## src/rtl/upsp_frame_ctrl.sv

```systemverilog
// Frame controller for the upsampler: passes the input stream to the upsampler and
// the upsampler results to the output stream, counting beats per frame and reporting status.
module upsp_frame_ctrl #(
  parameter int IMG_W           = 960,
  parameter int IMG_H           = 540,
  parameter int SCALE           = 4,
  parameter int CRF_DATA_WIDTH  = 32,
  parameter int UPSP_DATA_WIDTH = 32
) (
  input  logic                       clk,
  input  logic                       rst_n,
  input  logic [CRF_DATA_WIDTH-1:0]  UPSTR,
  output logic [CRF_DATA_WIDTH-1:0]  UPENDR,
  input  logic                       upendr_clr,
  input  logic                       s_axis_tvalid,
  output logic                       s_axis_tready,
  input  logic [UPSP_DATA_WIDTH-1:0] s_axis_tdata,
  input  logic                       s_axis_tlast,
  input  logic                       upsp_ac_rd,
  output logic                       ac_upsp_rvalid,
  output logic [UPSP_DATA_WIDTH-1:0] ac_upsp_rdata,
  input  logic                       upsp_ac_wrt,
  input  logic [UPSP_DATA_WIDTH-1:0] upsp_ac_wdata,
  output logic                       ac_upsp_wready,
  output logic                       m_axis_tvalid,
  input  logic                       m_axis_tready,
  output logic [UPSP_DATA_WIDTH-1:0] m_axis_tdata,
  output logic                       m_axis_tlast,
  output logic                       interrupt_updone
);

  localparam int IN_TOTAL  = IMG_W * IMG_H;
  localparam int OUT_TOTAL = IN_TOTAL * SCALE * SCALE;
  localparam int CW        = $clog2(OUT_TOTAL + 1);
  localparam logic [CW-1:0] IN_T  = CW'(IN_TOTAL);
  localparam logic [CW-1:0] OUT_T = CW'(OUT_TOTAL);

  localparam logic [1:0] S_IDLE  = 2'd0;
  localparam logic [1:0] S_RUN   = 2'd1;
  localparam logic [1:0] S_DRAIN = 2'd2;
  localparam logic [1:0] S_DONE  = 2'd3;

  logic [1:0]    state, state_nx;
  logic [CW-1:0] in_cnt, out_cnt, in_cnt_inc, out_cnt_inc;
  logic          start_q, armed, done_r, err_r;
  logic          run, out_act, in_xfer, out_xfer, start_edge, go;
  logic          tlast_bad, out_fin, early_fin;
  logic          unused_upstr;

  assign unused_upstr = ^UPSTR[CRF_DATA_WIDTH-1:1];

  assign run     = (state == S_RUN);
  assign out_act = (state == S_RUN) || (state == S_DRAIN);

  assign s_axis_tready  = run & upsp_ac_rd;
  assign ac_upsp_rvalid = run & s_axis_tvalid;
  assign ac_upsp_rdata  = run ? s_axis_tdata : '0;

  assign m_axis_tvalid  = out_act & upsp_ac_wrt;
  assign m_axis_tdata   = out_act ? upsp_ac_wdata : '0;
  assign ac_upsp_wready = out_act & m_axis_tready;
  assign m_axis_tlast   = m_axis_tvalid && (out_cnt == OUT_T - 1'b1);

  assign interrupt_updone = (state == S_DONE);
  assign UPENDR = {{(CRF_DATA_WIDTH-3){1'b0}}, err_r, out_act, done_r};

  assign in_xfer     = s_axis_tvalid & s_axis_tready;
  assign out_xfer    = upsp_ac_wrt & ac_upsp_wready;
  assign in_cnt_inc  = in_cnt + CW'(in_xfer);
  assign out_cnt_inc = out_cnt + CW'(out_xfer);

  // After reset the start level must be seen low once, so a level held
  // across reset cannot look like a fresh edge.
  assign start_edge = UPSTR[0] & ~start_q & armed;
  assign go         = (state == S_IDLE) & start_edge;

  assign tlast_bad = in_xfer & (s_axis_tlast != (in_cnt == IN_T - 1'b1));
  assign out_fin   = out_xfer & (out_cnt_inc == OUT_T);
  assign early_fin = out_fin & (in_cnt_inc != IN_T);

  always_comb begin
    state_nx = state;
    case (state)
      S_IDLE:  if (start_edge) state_nx = S_RUN;
      S_RUN: begin
        if (out_fin)                 state_nx = S_DONE;
        else if (in_cnt_inc == IN_T) state_nx = S_DRAIN;
      end
      S_DRAIN: if (out_fin) state_nx = S_DONE;
      S_DONE:  state_nx = S_IDLE;
      default: state_nx = S_IDLE;
    endcase
  end

  always_ff @(posedge clk or negedge rst_n) begin
    if (!rst_n) begin
      state   <= S_IDLE;
      in_cnt  <= '0;
      out_cnt <= '0;
      start_q <= 1'b0;
      armed   <= 1'b0;
      done_r  <= 1'b0;
      err_r   <= 1'b0;
    end else begin
      state   <= state_nx;
      start_q <= UPSTR[0];
      armed   <= armed | ~UPSTR[0];
      if (go) begin
        in_cnt  <= '0;
        out_cnt <= '0;
      end else begin
        in_cnt  <= in_cnt_inc;
        out_cnt <= out_cnt_inc;
      end
      // done set in the DONE cycle beats a coincident clear
      if (state == S_DONE)  done_r <= 1'b1;
      else if (go)          done_r <= 1'b0;
      else if (upendr_clr)  done_r <= 1'b0;
      if (go)                          err_r <= 1'b0;
      else if (tlast_bad || early_fin) err_r <= 1'b1;
      else if (upendr_clr)             err_r <= 1'b0;
    end
  end

endmodule

```

## config.mk

```make
export PLATFORM = sky130hd
export DESIGN_NAME = upsp_frame_ctrl
export DESIGN_NICKNAME = d
export VERILOG_FILES = /design/src/rtl/upsp_frame_ctrl.sv
export SDC_FILE = /design/constraint.sdc
export NUM_CORES = 1
export LEC_CHECK = 0
export CORE_MARGIN = 2
export CORE_UTILIZATION = 41
export DETAILED_ROUTE_END_ITERATION = 8
export PLACE_DENSITY = 0.85
export SETUP_SLACK_MARGIN = 0.5
export SYNTH_ARGS = -nofsm -noshare
export SYNTH_HDL_FRONTEND = slang
export SYNTH_SLANG_ARGS = --single-unit
```

## constraint.sdc

```tcl
create_clock -name clk -period 4.4 [get_ports clk]
set_clock_uncertainty 0.2 [all_clocks]
set_input_delay 0.88 -clock clk [delete_from_list [all_inputs] [get_ports clk]]
set_output_delay 0.88 -clock clk [all_outputs]
set_load 0.02 [all_outputs]
```

==> images/congestion.png <==
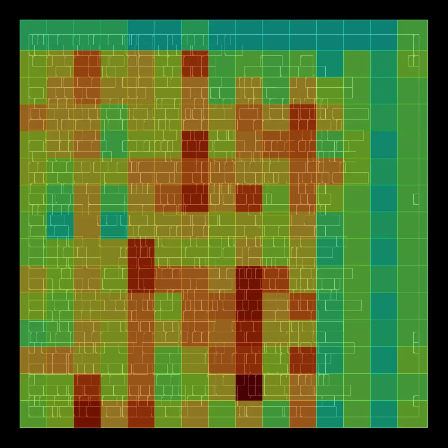
GR Util met3: 5.51%
GR Util met2: 38.9%

==> images/layer_met4.png <==
Scale: 4 px per µm.
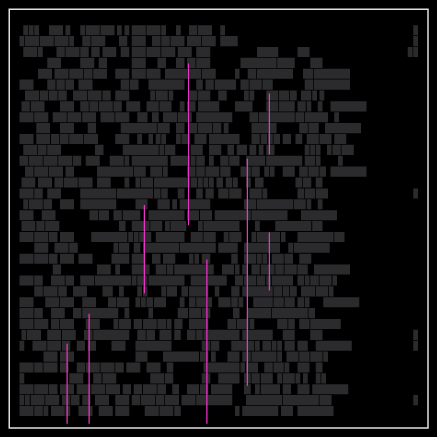
- wire length on this layer: 235 µm
- share of all routed wire: 1.8%
- nets with wire on the layer: 8
- main direction: vertical
- longest straight run: 56.4 µm
DRT Wirelength: 13.0 mm
vias: 4153

==> images/detail.png <==
Window x 68 to 88, y 16 to 36 µm. Cells in gray, sequential cells in the stronger gray; small squares are vias.
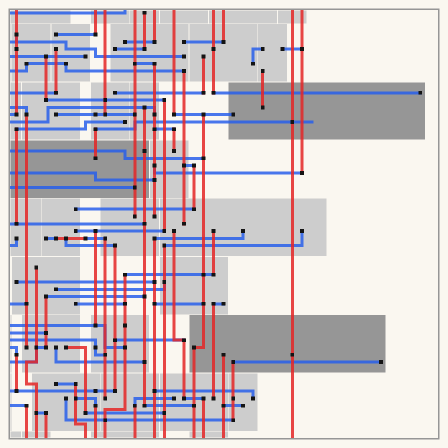
- metal 1: blue
- metal 2: red
- sequential cells in the window: 3
- netlist names of flops here include: `in_cnt` (3)
- cells with their middle in the window: 24
- most frequent: nor3_1 (3), dfrtp_1 (3), buf_4 (3)

==> images/wires.png <==
Scale: 4 px per µm.
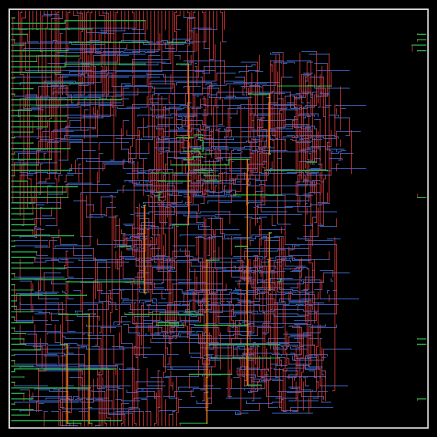
- metal 1: blue (wire length 5440 µm)
- metal 3: green (wire length 940 µm)
- metal 4: orange (wire length 235 µm)
- metal 2: red (wire length 6380 µm)

==> images/clk_routes.png <==
Scale: 3 px per µm.
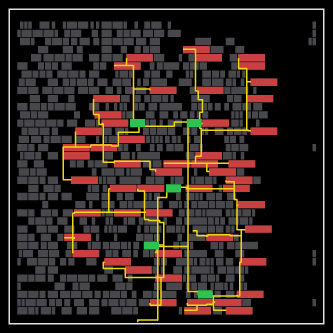
- flip-flops: red (count 52)
- clock wires: yellow (length 660 µm)
- clock drivers: green (count 5)
- routed clock nets: 6

==> out/metrics.cfg <==
[detailed_routing]
viasPerCell=5.40
drt.antenna.violating_nets=0
wl_per_cell_um=16.9
drc=0
dr.pass1.iters=5

[global_route]
grt_usage_pct=23.2
grt_max_degree=37
grt_antenna_before_repair=0
grt_pass1_vias=4044
grt_pass1_wl_mm=20.9

[synthesis]
synth-seq-cells=52
flop_cell=dfrtp_1
synth_cell_types=59
area_leaders=dfrtp_1, and2_1, buf_4, nor2_1, xor2_1
avgSynthCellArea_um2=8.31
syn_inst=497
edf_count=0
ys_seq_share_pct=31.5
yosys_cells=497
syn_area_um2=4130
synth_top_cell_by_area=dfrtp_1
synth_chip_area_um2=4130
netlist.area_leader.share_pct=31.5
yosysWarnings=0
ys_async_sr_fraction_pct=100

[power]
p_leak_nw=2.44
power.density_nw_per_um2=402
peakVddDrop_mv=0.411

[die]
initial_core_util_pct=42.2
die-width_um=104
core_um2=9770
die_area_um2=10900
rows=36
ios=206

[setup_path]
critPathArrivalTime_ps=3720
path_cells=clkdlybuf4s50_1 > and3_1 > ha_2 > ha_2 > nand3_4 > buf_4 > a21oi_1 > a31oi_1 > o221ai_1 > nor4_4 > buf_4 > o311ai_1 > o311ai_1
rrSetupSlack_ps=730
worstPathMaxFanout=13
crit_slowest_cell=clkdlybuf4s50_1
worstSetupStartpoint=upsp_ac_wrt
r2r_cells=14
crit_path_end=state[0]
worstSetupPathType=primary input to register
worstSetupEndpointType=register
max_stage_delay_ps=460
rr_startpoint=state[0]
rr_endpoint=state[0]
worst_ep_required_time_ps=4390
crit_path_start_kind=primary input

[final_timing]
hold_viol_final=0
relSlewSlack_pct=46.0
rsz0062_at_grt=no
whs_ps=272
fin_setup_tns_ps=0
period_needed_ps=3740
max_clock_freq_mhz=268
tightest_slew_ps=809
slew_viol_final=0

[clock_network]
cts-root-buf=clkbuf_8
htreeDepth=2
clock_latency_ps=310
cts_tree=yes
cts_buffer_depth=2
cts_inserted_buffers=5
clock_sinks=52
clk_pin_slew_ps=90

[finish]
mostFrequentLayoutCells=clkdlybuf4s50_1, and2_1, nor2_1, dfrtp_1, nand2_1
diodes=0
drive_gt1_share_pct=7.86
final_common_cell=clkdlybuf4s50_1

[placed_design]
portBuffers=145
dp_hpwl_mm=9.71
place_congestion=0.979

[job]
drv_cap=0
warning_count=60

[worst_hold_path]
holdCritStartpoint=armed
hp-class=register to register

[run_status]
status=finished clean

==> cell usage after synthesis (all sizes together) (5+ instances only) <==
cell type and count:
and2 69, nor2 58, dfrtp 52, buf 43, nand2 31, xor2 23
nand3 22, nand4 20, xnor2 19, clkbuf 15, and3 13, nor3 13
a21oi 11, nor4 11, nand2b 9, ha 8, inv 8, nor2b 6
nor4b 5, o211ai 5, or4 5
==> flip-flops by register name, summed over array words and instances (netlist names) <==
signal   count
armed        1
done_r       1
err_r        1
in_cnt      23
out_cnt     23
start_q      1
state        2
==> worst min-delay path by stage <==
stage | endpoint | depth (start not counted)
5_1_grt | armed | 1
4_1_cts | armed | 1
2_1_floorplan | armed | 1
3_5_place_dp | armed | 1
6_report | armed | 1
3_3_place_gp | armed | 1
==> routing by layer <==
metal / vias up / global-route usage [%] / routed length (µm)
li1: 1944 / - / -
met1: 2025 / 30.0 / 5440
met2: 166 / 38.9 / 6380
met3: 18 / 5.51 / 940
met4: 0 / 5.79 / 235
met5: - / 0 / 0
==> cell families after synthesis <==
family                     count (synthesis)  share of synthesized area (%)
AOI/OAI and AO/OA                         51                           9.28
xor gates and xnor gates                  42                           8.91
adders and majority gates                  8                           2.43
buffers and inverters                     66                           9.34
DFF                                       52                           31.5
muxes                                      3                          0.728
other                                      1                         0.0908
and+or+nand+nor                          274                           37.7
==> final cells by class <==
cell class / instances / area, µm²
multi-input combinational: 407 / 2660
timing repair buffer: 162 / 1590
clock buffer: 7 / 96.3
tap: 133 / 166
inverter: 8 / 30.0
fill: 827 / 3930
sequential: 52 / 1300
==> where the power goes <==
part           leakage, nW  switching (W)  internal [W]  total (W)
registers            0.710      0.0000531      0.000514   0.000567
logic                 1.68       0.000779      0.000705    0.00148
clock network       0.0503       0.000159      0.000141   0.000300
total                 2.44       0.000992       0.00136    0.00235
==> timing repair <==
action	in CTS	in global routing
endpoints found under the hold margin	0	0
hold buffers	0	0
buffers inserted	0	4
gates resized	3	21
endpoints found under the setup margin	1	4
pin swaps	0	6
==> per-stage QoR <==
stage | cells | setup slack [ps] | power (W) | util (%) | cell area [µm²]
floorplan | 525 | 833 | 0.00136 | - | 4230
global placement | 758 | 218 | 0.00201 | 57.3 | 5600
detailed placement | 758 | 142 | 0.00201 | 57.3 | 5600
CTS | 765 | 517 | 0.00233 | 58.5 | 5720
global route | 769 | 505 | 0.00249 | 59.8 | 5850
finish | 769 | 662 | 0.00235 | 59.8 | 5850
==> worst max-delay path, delay by kind of cell <==
kind / cells / cell delay, ps
buf+inv: 3 / 820
fa+ha+maj: 2 / 480
compound gates: 5 / 1060
simple gates: 3 / 480
Power figures rest on the tool's default switching activity, not on a simulated workload.
